[src/rtl/poly_mod_sub.sv]
// Streaming coefficient-wise modular subtractor: diff = (in1 - in2) mod Q over one
// N-coefficient polynomial. Two-stage pipeline with a frame FSM and valid/ready on both sides.
//
// state | meaning
// IDLE  | waiting for start; pipeline empty
// RUN   | accepting pairs and emitting differences
// DONE  | one-cycle done pulse after the last output
module poly_mod_sub #(
    parameter int DATA_WID = 12,
    parameter int Q        = 3329,
    parameter int N        = 256
) (
    input  logic                clk,
    input  logic                rst,
    input  logic                start,
    input  logic                in_valid,
    output logic                in_ready,
    input  logic [DATA_WID-1:0] in1,
    input  logic [DATA_WID-1:0] in2,
    output logic                out_valid,
    input  logic                out_ready,
    output logic [DATA_WID-1:0] diff,
    output logic                out_last,
    output logic                busy,
    output logic                done
);
    localparam int CW = $clog2(N + 1);
    localparam logic [DATA_WID-1:0] Q_W    = DATA_WID'(Q);
    localparam logic [CW-1:0]       N_C    = CW'(N);
    localparam logic [CW-1:0]       LAST_C = CW'(N - 1);

    typedef enum logic [1:0] {IDLE, RUN, DONE} state_t;

    state_t              state, state_nxt;
    logic [CW-1:0]       in_cnt, out_cnt;
    logic                s1_valid;
    logic [DATA_WID-1:0] s1_a, s1_b;
    logic                adv, accept, out_hs;
    logic [DATA_WID:0]   t;
    logic [DATA_WID-1:0] diff_nxt;

    // Inputs are below 2Q, so a single conditional subtract fully reduces them.
    function automatic logic [DATA_WID-1:0] reduce(input logic [DATA_WID-1:0] a);
        return (a >= Q_W) ? a - Q_W : a;
    endfunction

    assign t        = {1'b0, s1_a} - {1'b0, s1_b};
    assign diff_nxt = t[DATA_WID] ? t[DATA_WID-1:0] + Q_W : t[DATA_WID-1:0];

    always_ff @(posedge clk) begin
        if (rst) state <= IDLE;
        else     state <= state_nxt;
    end

    always_comb begin
        state_nxt = state;
        case (state)
            IDLE:    if (start) state_nxt = RUN;
            RUN:     if (out_hs && out_cnt == LAST_C) state_nxt = DONE;
            DONE:    state_nxt = IDLE;
            default: state_nxt = IDLE;
        endcase
    end

    always_comb begin
        adv      = !out_valid || out_ready;
        in_ready = (state == RUN) && (in_cnt < N_C) && adv;
        accept   = in_valid && in_ready;
        out_hs   = out_valid && out_ready;
        out_last = out_valid && (out_cnt == LAST_C);
        busy     = (state != IDLE);
        done     = (state == DONE);
    end

    always_ff @(posedge clk) begin
        if (rst) begin
            in_cnt  <= '0;
            out_cnt <= '0;
        end else if (state == IDLE && start) begin
            in_cnt  <= '0;
            out_cnt <= '0;
        end else begin
            if (accept) in_cnt  <= in_cnt + 1'b1;
            if (out_hs) out_cnt <= out_cnt + 1'b1;
        end
    end

    // Both stages advance together on adv so a stall freezes the whole pipe.
    always_ff @(posedge clk) begin
        if (rst) begin
            s1_valid  <= 1'b0;
            s1_a      <= '0;
            s1_b      <= '0;
            out_valid <= 1'b0;
            diff      <= '0;
        end else if (adv) begin
            s1_valid <= accept;
            if (accept) begin
                s1_a <= reduce(in1);
                s1_b <= reduce(in2);
            end
            out_valid <= s1_valid;
            if (s1_valid) diff <= diff_nxt;
        end
    end
endmodule
[config.mk]
export PLATFORM = sky130hd
export DESIGN_NAME = poly_mod_sub
export DESIGN_NICKNAME = d
export VERILOG_FILES = /design/src/rtl/poly_mod_sub.sv
export SDC_FILE = /design/constraint.sdc
export NUM_CORES = 1
export LEC_CHECK = 0
export CAP_MARGIN = 20
export CORE_MARGIN = 5
export CORE_UTILIZATION = 35
export DETAILED_ROUTE_END_ITERATION = 16
export HOLD_SLACK_MARGIN = 0.12
export PLACE_DENSITY = 0.66
export REMOVE_ABC_BUFFERS = 1
export SLEW_MARGIN = 20
export SYNTH_ARGS = -nofsm -noshare
export SYNTH_HDL_FRONTEND = slang
export SYNTH_SLANG_ARGS = --single-unit
[constraint.sdc]
create_clock -name clk -period 3.6 [get_ports clk]
set_input_delay 0.72 -clock clk [delete_from_list [all_inputs] [get_ports clk]]
set_output_delay 0.72 -clock clk [all_outputs]
set_load 0.01 [all_outputs]
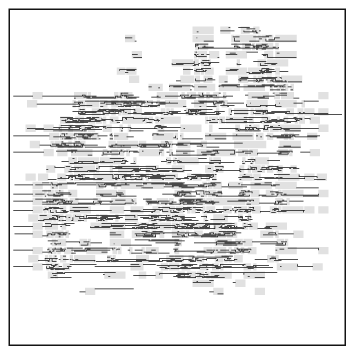
run_1/layer_met1.png
Drawn at 3 px/um. Cells faint in the background.
nets with wire on the layer = 496
main direction = horizontal
share of all routed wire = 50%
longest straight run = 30.9 um
Total Routed Length: 8020 um
vias: 3,175
M1 GR Usage: 0.178

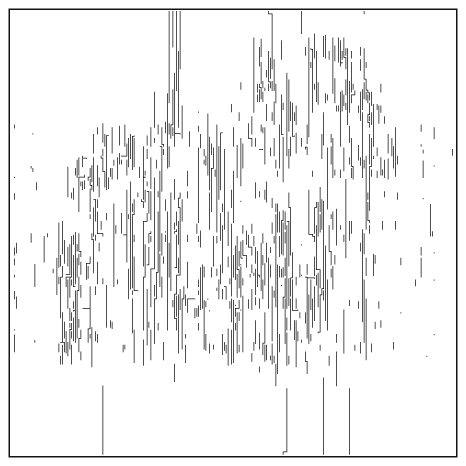
run_1/layer_met2.png
Drawn at 4 px/um.
longest straight run = 29.6 um
nets with wire on the layer = 440

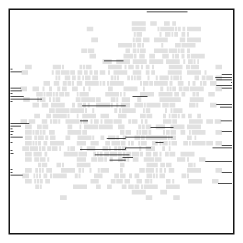
run_1/layer_met3.png
Drawn at 2 px/um. Cells faint in the background.
longest straight run = 23.5 um
nets with wire on the layer = 44
wire length on this layer = 342 um
met3 Use GR: 0.0364

run 1: final cells by class:
type,count,share of cell area
Timing Repair Buffer,51,0.112
Sequential cell,58,0.263
Clock inverter,5,0.0176
Inverter,30,0.0255
Clock buffer,11,0.0320
Tap cell,136,0.0386
Multi-Input combinational cell,339,0.511
run 1: worst max path at each step:
stage	depth (start not counted)	slack, ps	from	end
2_1_floorplan	6	640	out_ready	in_cnt[5]$_SDFFE_PP0P_
3_3_place_gp	4	420	out_ready	in_ready
3_5_place_dp	4	360	out_ready	in_ready
4_1_cts	4	350	out_ready	in_ready
5_1_grt	4	200	out_ready	in_ready
6_report	4	350	out_ready	in_ready
run 1: tightest hold or removal path, cell delays in order (launching register included):
cell and delay (ps):
dfxtp_1 310, nand2_1 50, a21oi_1 50
run 1: sequential cells by signal, summed over array words and instances (netlist names):
| register | cells |
|---|---|
| out_cnt | 9 |
| out_valid | 1 |
| diff | 12 |
| s1_a | 12 |
| s1_b | 12 |
| in_cnt | 9 |
| state | 2 |
| s1_valid | 1 |
run 1: routing by layer:
layer  GRT usage  part of all wire  up-vias
met5           0                 0        -
met2       0.197              0.44       63
met3      0.0364             0.043        6
li1            -                 -     1679
met1       0.178              0.50     1427
met4      0.0373            0.0092        0
run 1: power by group:
part | internal [uW] | switching (uW)
combinational | 223 | 274
clock | 406 | 254
sequential | 667 | 14.5
total | 1300 | 543
run 1: logic make-up after synthesis:
family,Yosys count,synth area share
AND-OR/OR-AND,114,0.228
XOR/XNOR,40,0.0972
adder cells (fa/ha/maj),21,0.0750
buffers and inverters,50,0.0524
flip-flops,58,0.322
multiplexers,4,0.0111
AND/OR/NAND/NOR,160,0.214
==> GITHUB_STEP_SUMMARY, run 1 <==
### Yosys + OpenROAD results

| Metric | Value |
|---|---|
| HP Start | s1_b[1]$_SDFFE_PP0P_ |
| Post-synthesis cell area | 0.00360 sq mm |
| Final Power | between 1500 and 2000 uW |
| Ports | 46 |
| ANT cells | 0 |
| Worst reg2reg startpoint | s1_a[0]$_SDFFE_PP0P_ |
| Avg Inst Size Synth | 8.06 sq um |
| Initial Util | 0.354 |
| Crit path capture type | output pin |
| Worst Hold Endpoint | s1_b[1]$_SDFFE_PP0P_ |
| Initial antenna violation count | 0 |
| Most frequent cells in the layout | dfxtp_1, nor2_1, clkdlybuf4s50_1 |
| Skew-Pair Late Insertion Delay | 340 ps |
| Yosys reg bits | 58 |
| R2R cell count | 12 |
| Clock buffer depth | 2 |
| Final WS setup | approximately 350 ps |
| Gates resized, CTS repair | 0 |
| CP arrival | roughly 2500 ps |
| Non-filler instance count after layout | 630 |
| FF-to-FF End | diff[11]$_SDFFE_PP0P_ |
| Tool Warnings | 27 |
| Synth Seq Share | 0.322 |
| Required time worst endpoint | 2880 ps |
| Asr flop ratio synth | 0 |
| Status | finished clean |
| FF+latch area | roughly 0.0012 sq mm |
| Crit path max fanout | 4 |
| P_leak | approximately 0.0016 uW |
| Layout cells sized above 1 | 0.0607 |
| Cells after Synth | roughly 450 |
| DR iter-0 viols | 152 |
| Netlist cell types | 55 |
| Hold path depth | 2 |
| Root Buffer | clkbuf_8 |
| Antenna Nets Post-Route | 0 |
| Hpwl dp | between 6000 and 7000 um |
| Fillers | 1,035 |
| Fmax | 0.308 GHz |
| CP Cell Sequence | clkdlybuf4s50_1, nor2b_1, nor4b_1, clkdlybuf4s50_1 |
| Cell type with the largest total area | dfxtp_1 |
==> run 1 -> run 2 <==
Settings changed: CTS_CLUSTER_DIAMETER set to 200, SKIP_CTS_REPAIR_TIMING set to 1.
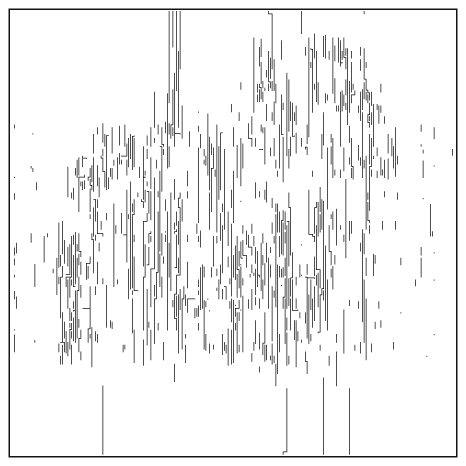
run_2/layer_met2.png
Drawn at 4 px/um.
share of all routed wire = 45%
nets with wire on the layer = 440
longest straight run = 29.6 um
wire length on this layer = 3,570 um
main direction = vertical
met2 GRT Util: 0.197

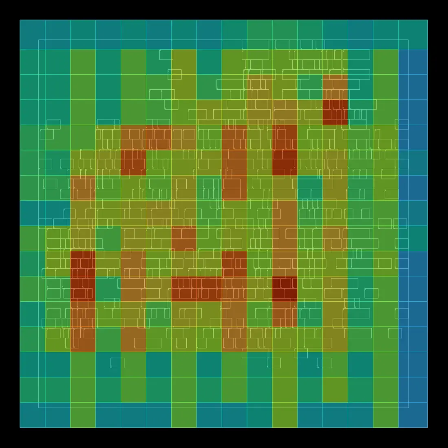
run_2/congestion.png
post-layout util: 0.433
most used routing layer: met2
average wire per standard cell: 12.7 um

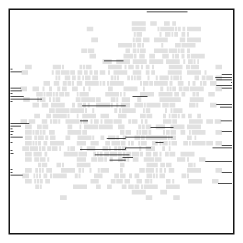
run_2/layer_met3.png
Drawn at 2 px/um. Cells faint in the background.
main direction = horizontal
wire length on this layer = 342 um
nets with wire on the layer = 44
share of all routed wire = 4.3%

==> GITHUB_STEP_SUMMARY, run 2 <==
### Yosys + OpenROAD results

| Metric | Value |
|---|---|
| Post-synthesis cell area | approximately 0.0036 sq mm |
| Synth Seq Share | 0.322 |
| Skew-Pair Late Insertion Delay | 340 ps |
| Top Registers | diff: 12 flops, s1_a: 12 flops, s1_b: 12 flops |
| Root Buffer | clkbuf_8 |
| Total Routed Length | 8020 um |
| Fmax | just over 0.3 GHz |
| Clock buffer depth | 2 |
| Fillers | slightly above 1k |
| Status | finished clean |
| Cells after Synth | 447 |
| R2R cell count | 12 |
| Vias | 3,175 |
| Cell type with the largest total area | dfxtp_1 |
| Antenna Nets Post-Route | 0 |
| Initial Util | 0.354 |
| Ports | 46 |
| P_leak | roughly 0.0016 uW |
| Hpwl dp | 6130 um |
| CP Cell Sequence | clkdlybuf4s50_1, nor2b_1, nor4b_1, clkdlybuf4s50_1 |
| HP Start | s1_b[1]$_SDFFE_PP0P_ |
[run 2: layout make-up]
type	instances	share of cell area
Multi-Input combinational cell	339	0.511
Tap cell	136	0.0386
Timing Repair Buffer	51	0.112
Inverter	30	0.0255
Clock buffer	11	0.0320
Clock inverter	5	0.0176
Sequential cell	58	0.263
[run 2: cell families after synthesis]
group                      count (synthesis)  share of synthesized area
AOI/OAI and AO/OA                        114                      0.228
xor gates and xnor gates                  40                     0.0972
adders and majority gates                 21                     0.0750
and+or+nand+nor                          160                      0.214
buffers and inverters                     50                     0.0524
muxes                                      4                     0.0111
DFF                                       58                      0.322
[run 2: per-layer routing]
metal | GRT usage | part of all wire | vias up
li1 | - | - | 1679
met1 | 0.178 | 0.50 | 1427
met2 | 0.197 | 0.44 | 63
met3 | 0.0364 | 0.043 | 6
met4 | 0.0373 | 0.0092 | 0
met5 | 0 | 0 | -
[run 2: through the flow]
step                hold slack [ps]  area [sq um]  cells
floorplan                       426          3530    427
finish                          457          4410    630
global route                    492          4410    630
global placement                455          4190    614
CTS                             459          4410    630
detailed placement              450          4190    614
[run 2: worst min-delay path: stages (launching register included)]
cell and delay (ps):
dfxtp_1 310, nand2_1 50, a21oi_1 50
[run 2: where the power goes]
part           switching, uW  internal (uW)  leakage (uW)
registers               14.5            667      0.000472
clock network            254            406      0.000109
logic                    274            223       0.00104
total                    543           1300       0.00162
[run 2: worst max-delay path by stage]
stage	start	to	depth (start not counted)
final	out_ready	in_ready	4
after global routing	out_ready	in_ready	4
after CTS	out_ready	in_ready	4
after detailed placement	out_ready	in_ready	4
after global placement	out_ready	in_ready	4
after floorplan	out_ready	in_cnt[5]$_SDFFE_PP0P_	6
No activity file was given, so power comes from the tool's default toggle rates.
